### config.mk
export PLATFORM = sky130hd
export DESIGN_NAME = alu_multicycle_unit_flat
export DESIGN_NICKNAME = d
export VERILOG_FILES = /design/src/rtl/alu_multicycle_unit_if.sv /design/src/rtl/alu_multicycle_unit.sv /design/src/flat_wrapper.sv
export SDC_FILE = /design/constraint.sdc
export NUM_CORES = 1
export LEC_CHECK = 0
export CAP_MARGIN = 20
export CELL_PAD_IN_SITES_DETAIL_PLACEMENT = 0
export CELL_PAD_IN_SITES_GLOBAL_PLACEMENT = 2
export CORE_UTILIZATION = 39
export DETAILED_ROUTE_END_ITERATION = 8
export PLACE_DENSITY = 0.84
export SLEW_MARGIN = 40
export SYNTH_ARGS = -nofsm -noshare
export SYNTH_HDL_FRONTEND = slang
export SYNTH_SLANG_ARGS = --single-unit
### constraint.sdc
create_clock -name clk_i -period 16 [get_ports clk_i]
set_clock_uncertainty 0.1 [all_clocks]
set_input_delay 3.2 -clock clk_i [delete_from_list [all_inputs] [get_ports clk_i]]
set_output_delay 3.2 -clock clk_i [all_outputs]
set_load 0.01 [all_outputs]
### src/rtl/alu_multicycle_unit_if.sv
// Request/response bundle for alu_multicycle_unit.
// A request transfers on a rising edge where start_i & ready_o; valid_o pulses for one cycle when result_o/illegal_o are new.
interface alu_multicycle_unit_if #(
  parameter int WIDTH = 32
);
  logic             start_i;
  logic [9:0]       funct_i;
  logic [1:0]       ALUOp_i;
  logic [WIDTH-1:0] src1_i;
  logic [WIDTH-1:0] src2_i;
  logic             ready_o;
  logic             valid_o;
  logic [WIDTH-1:0] result_o;
  logic             zero_o;
  logic             illegal_o;

  modport master (
    output start_i, funct_i, ALUOp_i, src1_i, src2_i,
    input  ready_o, valid_o, result_o, zero_o, illegal_o
  );

  modport slave (
    input  start_i, funct_i, ALUOp_i, src1_i, src2_i,
    output ready_o, valid_o, result_o, zero_o, illegal_o
  );
endinterface

### src/rtl/alu_multicycle_unit.sv
// EX-stage ALU with built-in {funct7,funct3}/ALUOp decode and an iterative shift-add multiplier.
// Single-cycle ops have latency 1; MUL takes WIDTH/MUL_BPC iterations and holds ready_o low meanwhile.
module alu_multicycle_unit #(
  parameter int WIDTH   = 32,
  parameter int MUL_BPC = 1
) (
  input  logic                 clk_i,
  input  logic                 rst_i,
  alu_multicycle_unit_if.slave bus,
  output logic                 dbg_state_o
);
  localparam int SH_W = $clog2(WIDTH);
  localparam int K    = WIDTH / MUL_BPC;
  localparam int CW   = $clog2(K + 1);

  typedef enum logic {S_IDLE = 1'b0, S_MUL = 1'b1} state_t;
  typedef enum logic [2:0] {
    OP_ADD, OP_SUB, OP_AND, OP_XOR, OP_SLL, OP_SRA, OP_MUL, OP_ILL
  } op_t;

  state_t           state;
  op_t              op;
  logic [WIDTH-1:0] alu_res;
  logic [WIDTH-1:0] result_q;
  logic [WIDTH-1:0] mul_a;
  logic [WIDTH-1:0] mul_b;
  logic [WIDTH-1:0] acc;
  logic [WIDTH-1:0] partial;
  logic [CW-1:0]    cnt;
  logic             valid_q;
  logic             illegal_q;
  logic [SH_W-1:0]  shamt;
  logic             unused_aluop;

  assign shamt        = bus.src2_i[SH_W-1:0];
  assign unused_aluop = bus.ALUOp_i[1];

  // Anything not explicitly listed decodes to OP_ILL, never to MUL.
  always_comb begin
    op = OP_ILL;
    if (bus.ALUOp_i[0]) begin
      if (bus.funct_i[2:0] == 3'b000)           op = OP_ADD;
      else if (bus.funct_i == 10'b0100000_101)  op = OP_SRA;
    end else begin
      case (bus.funct_i)
        10'b0000000_111: op = OP_AND;
        10'b0000000_100: op = OP_XOR;
        10'b0000000_001: op = OP_SLL;
        10'b0000000_000: op = OP_ADD;
        10'b0100000_000: op = OP_SUB;
        10'b0000001_000: op = OP_MUL;
        default:         op = OP_ILL;
      endcase
    end
  end

  always_comb begin
    alu_res = '0;
    case (op)
      OP_ADD:  alu_res = bus.src1_i + bus.src2_i;
      OP_SUB:  alu_res = bus.src1_i - bus.src2_i;
      OP_AND:  alu_res = bus.src1_i & bus.src2_i;
      OP_XOR:  alu_res = bus.src1_i ^ bus.src2_i;
      OP_SLL:  alu_res = bus.src1_i << shamt;
      OP_SRA:  alu_res = $unsigned($signed(bus.src1_i) >>> shamt);
      default: alu_res = '0;
    endcase
  end

  // Partial product for the MUL_BPC low multiplier bits of this iteration.
  always_comb begin
    partial = '0;
    for (int j = 0; j < MUL_BPC; j++) begin
      if (mul_b[j]) partial = partial + (mul_a << j);
    end
  end

  always_ff @(posedge clk_i) begin
    if (!rst_i) begin
      state     <= S_IDLE;
      result_q  <= '0;
      valid_q   <= 1'b0;
      illegal_q <= 1'b0;
      cnt       <= '0;
      mul_a     <= '0;
      mul_b     <= '0;
      acc       <= '0;
    end else begin
      valid_q <= 1'b0;
      case (state)
        S_IDLE: begin
          if (bus.start_i) begin
            if (op == OP_MUL) begin
              mul_a <= bus.src1_i;
              mul_b <= bus.src2_i;
              acc   <= '0;
              cnt   <= CW'(K);
              state <= S_MUL;
            end else begin
              result_q  <= alu_res;
              illegal_q <= (op == OP_ILL);
              valid_q   <= 1'b1;
            end
          end
        end
        S_MUL: begin
          acc   <= acc + partial;
          mul_a <= mul_a << MUL_BPC;
          mul_b <= mul_b >> MUL_BPC;
          cnt   <= cnt - CW'(1);
          if (cnt == CW'(1)) begin
            result_q  <= acc + partial;
            illegal_q <= 1'b0;
            valid_q   <= 1'b1;
            state     <= S_IDLE;
          end
        end
        default: state <= S_IDLE;
      endcase
    end
  end

  assign bus.ready_o   = (state == S_IDLE);
  assign bus.valid_o   = valid_q;
  assign bus.result_o  = result_q;
  assign bus.illegal_o = illegal_q;
  assign bus.zero_o    = (result_q == '0);
  assign dbg_state_o   = (state == S_MUL);
endmodule

### src/flat_wrapper.sv
// flat-port wrapper written by rule: the top's interface ports become plain ports
module alu_multicycle_unit_flat 
#(
  parameter int WIDTH   = 32,
  parameter int MUL_BPC = 1
)
  (clk_i, rst_i, dbg_state_o, bus_start_i, bus_funct_i, bus_ALUOp_i, bus_src1_i, bus_src2_i, bus_ready_o, bus_valid_o, bus_result_o, bus_zero_o, bus_illegal_o);
  alu_multicycle_unit_if #(.WIDTH(WIDTH)) bus_i ();
  input  logic clk_i;
  input  logic rst_i;
  output logic dbg_state_o;
  input wire logic [$bits(bus_i.start_i)-1:0] bus_start_i;
  input wire logic [$bits(bus_i.funct_i)-1:0] bus_funct_i;
  input wire logic [$bits(bus_i.ALUOp_i)-1:0] bus_ALUOp_i;
  input wire logic [$bits(bus_i.src1_i)-1:0] bus_src1_i;
  input wire logic [$bits(bus_i.src2_i)-1:0] bus_src2_i;
  output wire logic [$bits(bus_i.ready_o)-1:0] bus_ready_o;
  output wire logic [$bits(bus_i.valid_o)-1:0] bus_valid_o;
  output wire logic [$bits(bus_i.result_o)-1:0] bus_result_o;
  output wire logic [$bits(bus_i.zero_o)-1:0] bus_zero_o;
  output wire logic [$bits(bus_i.illegal_o)-1:0] bus_illegal_o;
  assign bus_i.start_i = bus_start_i;
  assign bus_i.funct_i = bus_funct_i;
  assign bus_i.ALUOp_i = bus_ALUOp_i;
  assign bus_i.src1_i = bus_src1_i;
  assign bus_i.src2_i = bus_src2_i;
  assign bus_ready_o = bus_i.ready_o;
  assign bus_valid_o = bus_i.valid_o;
  assign bus_result_o = bus_i.result_o;
  assign bus_zero_o = bus_i.zero_o;
  assign bus_illegal_o = bus_i.illegal_o;
  alu_multicycle_unit #(.WIDTH(WIDTH), .MUL_BPC(MUL_BPC)) u_core (.clk_i(clk_i), .rst_i(rst_i), .bus(bus_i), .dbg_state_o(dbg_state_o));
endmodule
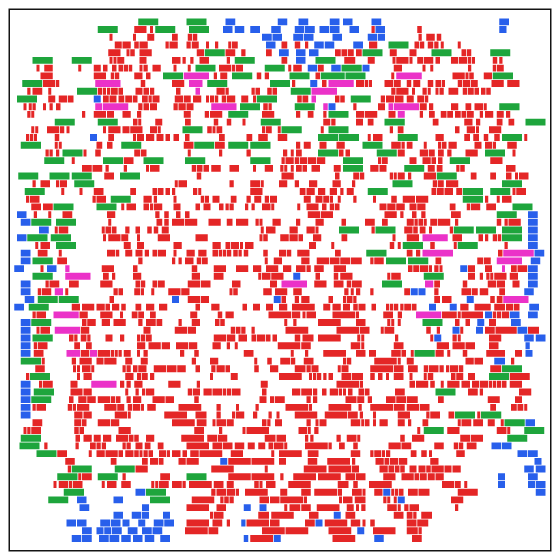
(images/class_map.png)
| colour | class | cells |
|---|---|---|
| green | registers | 137 |
| red | remaining logic cells | 1425 |
| blue | remaining buffers and delay cells | 155 |
| magenta | clock drivers and dummy loads | 32 |

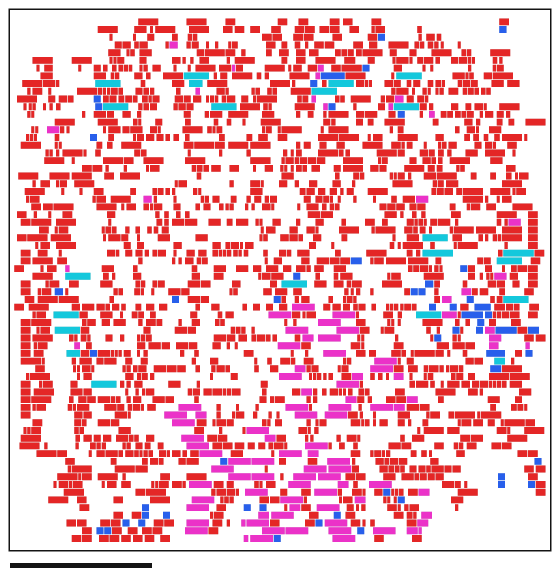
(images/sizing.png)
Scale bar: 50 um.
| colour | size | cells | share |
|---|---|---|---|
| magenta | x2 | 103 | 5.9% |
| blue | x3 and x4 | 55 | 3.1% |
| cyan | x6 and larger | 22 | 1.3% |
| red | x1 and smaller | 1569 | 90% |

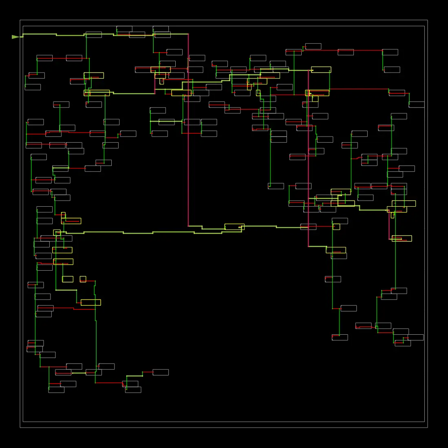
(images/clock_nets.png)
number of sinks handled by clock tree synthesis: 137
total clock buffers created by CTS: 17

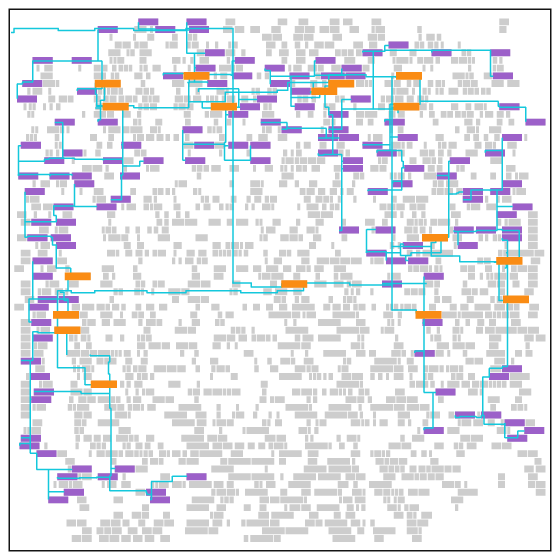
(images/clock_wires.png)
[orange] clock-net drivers | count: 17
[cyan] clock wires | length: 2340 um
[purple] flip-flops | count: 137
flops lie: widely spread
routed clock nets: 18

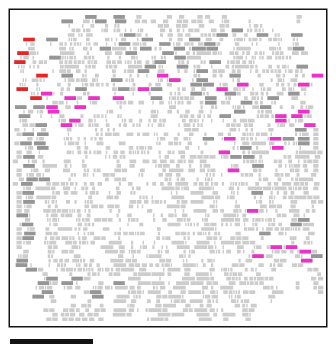
(images/ff_map.png)
Scale bar: 50 um.
| colour | signal | placed flops |
|---|---|---|
| red | `u_core.cnt` | 6 |
| magenta | `u_core.mul_a` | 32 |
not coloured: 99

==> datasheet_impl.txt <==
Table: implementation figures

Parameter                              Value

Logic synthesis
  Fraction of registers with async set/reset    0%
  Sequential cell area fraction in the yosys report    19.79%
  Syn nets    1871
  Arithmetic-cell share of the synthesized area counting full adders, half adders and majority gates    9.209%
  Post-Syn Area    0.01386 mm2
  Yosys cell count    1692
  Yosys top cell area share    19.79%
  Synthesized netlist cell count    1692
  FF+latch count, synth    137
  Mux contribution to synthesized area    15.20%
  Chip area line of the yosys report    0.01386 mm2
  Library cell with the highest instance count after synthesis    sky130_fd_sc_hd__nor2_1
  Yosys simple share    18.52%

Floorplan
  Fp_density    39.92%
  Die footprint    0.03629 mm2
  Die Span X    190.5 um
  Rows    68
  Vertical die dimension    190.5 um

Global routing
  Pin count of the biggest net entering global routing    85
  Global-route usage over all layers    33.30%
  Most Crowded Layer GR    met2
  Met3 Resource Use GR    6.533%
  Initial antenna violation count    1
  Met1 usage    44.90%
  Global-route wire length before repair    89.24 mm
  Overflow after GRT    0

Power and ir drop
  Worst IR drop on VDD    0.1147 mV
  Total design power    1.046 mW
  Static leakage power    6.037 nW

Setup path
  Crit path from    bus_funct_i[5]
  Worst R2R End    u_core.bus.result_o[30]$_SDFFE_PN0P_
  Worst Path Max Fanout    12
  Count of cells along the worst register-to-register path    13
  Worst Path Arrival    8.87 ns
  Type of the setup path with the least slack    in -> reg
  Worst flop-to-flop path startpoint    u_core.mul_b[0]$_SDFFE_PN0P_
  Startpoint type of the worst setup path    primary input

Final timing
  Part of the cycle the worst path needs    54.27%
  Worst slack on hold paths    0.3623 ns
  Setup repair after global routing missed its margin    false
  Tmin final    8.684 ns
  FMAX    115.2 MHz
  Final setup vio count    0
  Fin. Hold Viols    0
  Accumulated negative setup slack    0 ns
  Max transition margin    36.35%
  Measured slew at the worst slew-check pin    0.9518 ns

Drt
  Antenna violation net count after detailed routing    0
  Post-DR wirelength/cell    27.54 um
  DR iter-0 viols    1786

Clock network
  Clk slew on worst S/H paths    0.06 ns
  Post-CTS setup buffer count    0
  H-tree depth    4
  Hold buffer count at cts    0

Placement
  Post-detailed-placement half-perimeter wirelength    43.34 mm
  Final RePlAce weighted congestion    1.001
  Worst slack at placement    7.029 ns

Min path
  Endpoint, Worst Hold    u_core.acc[19]$_SDFFE_PN0P_
  Worst Min Path Start    u_core.acc[19]$_SDFFE_PN0P_

Cells and area
  Finished Core Util    45.91%
  Most common library cell in the layout ignoring fill and taps    sky130_fd_sc_hd__nor2_1
  Number of antenna diodes    0
  Relative area change from synthesis to final layout    15.00%
  Fillers    3508
  Nets    1915
  Multi-input gate area    0.01050 mm2
  Commonest cells after routing, fill and taps aside    sky130_fd_sc_hd__nor2_1, sky130_fd_sc_hd__dfxtp_1, sky130_fd_sc_hd__a21oi_1, sky130_fd_sc_hd__nand2_1, sky130_fd_sc_hd__clkdlybuf4s50_1

Run
  Log Warnings    30

Status
  Run status    complete, no violations
==> worst max-delay path, cell delays in order <==
cell                              delay (ns)
sky130_fd_sc_hd__clkdlybuf4s50_1        0.40
sky130_fd_sc_hd__or4_4                  0.56
sky130_fd_sc_hd__or3_1                  0.44
sky130_fd_sc_hd__nor4b_2                0.29
sky130_fd_sc_hd__buf_4                  0.29
sky130_fd_sc_hd__a21oi_1                0.08
sky130_fd_sc_hd__xnor2_1                0.16
sky130_fd_sc_hd__ha_1                   0.38
sky130_fd_sc_hd__and3_1                 0.36
sky130_fd_sc_hd__a41oi_1                0.44
sky130_fd_sc_hd__a2111oi_0              0.82
sky130_fd_sc_hd__nor4_1                 0.17
sky130_fd_sc_hd__o31ai_1                0.35
sky130_fd_sc_hd__xor2_1                 0.14
sky130_fd_sc_hd__a221oi_1               0.61
sky130_fd_sc_hd__a2111oi_0              0.16
==> final cells by class <==
| type | instances | area share (%) |
|---|---|---|
| flip-flops and latches | 137 | 17.23 |
| repair buffers | 155 | 8.990 |
| well taps | 455 | 3.572 |
| multi-input cells | 1396 | 65.86 |
| inverters | 29 | 0.6909 |
| clock buffers | 20 | 2.866 |
| clock inverters | 12 | 0.7851 |
==> state kept, by name (all words and copies together), names as in the netlist <==
signal,count
u_core.mul_a,32
u_core.bus.valid_o,1
u_core.bus.illegal_o,1
u_core.acc,32
u_core.mul_b,32
u_core.dbg_state_o,1
u_core.cnt,6
u_core.bus.result_o,32
==> layer usage <==
layer  wire [um]  up-vias
met5           0        -
met4        2444        0
met3        5335      141
met2       27270      807
met1       25640     7285
li1            -     6664
==> report_power, final <==
group	switching [mW]	internal, mW
clock	0.168	0.236
combinational	0.180	0.115
sequential	0.00308	0.344
Power and IR drop assume default switching activity.
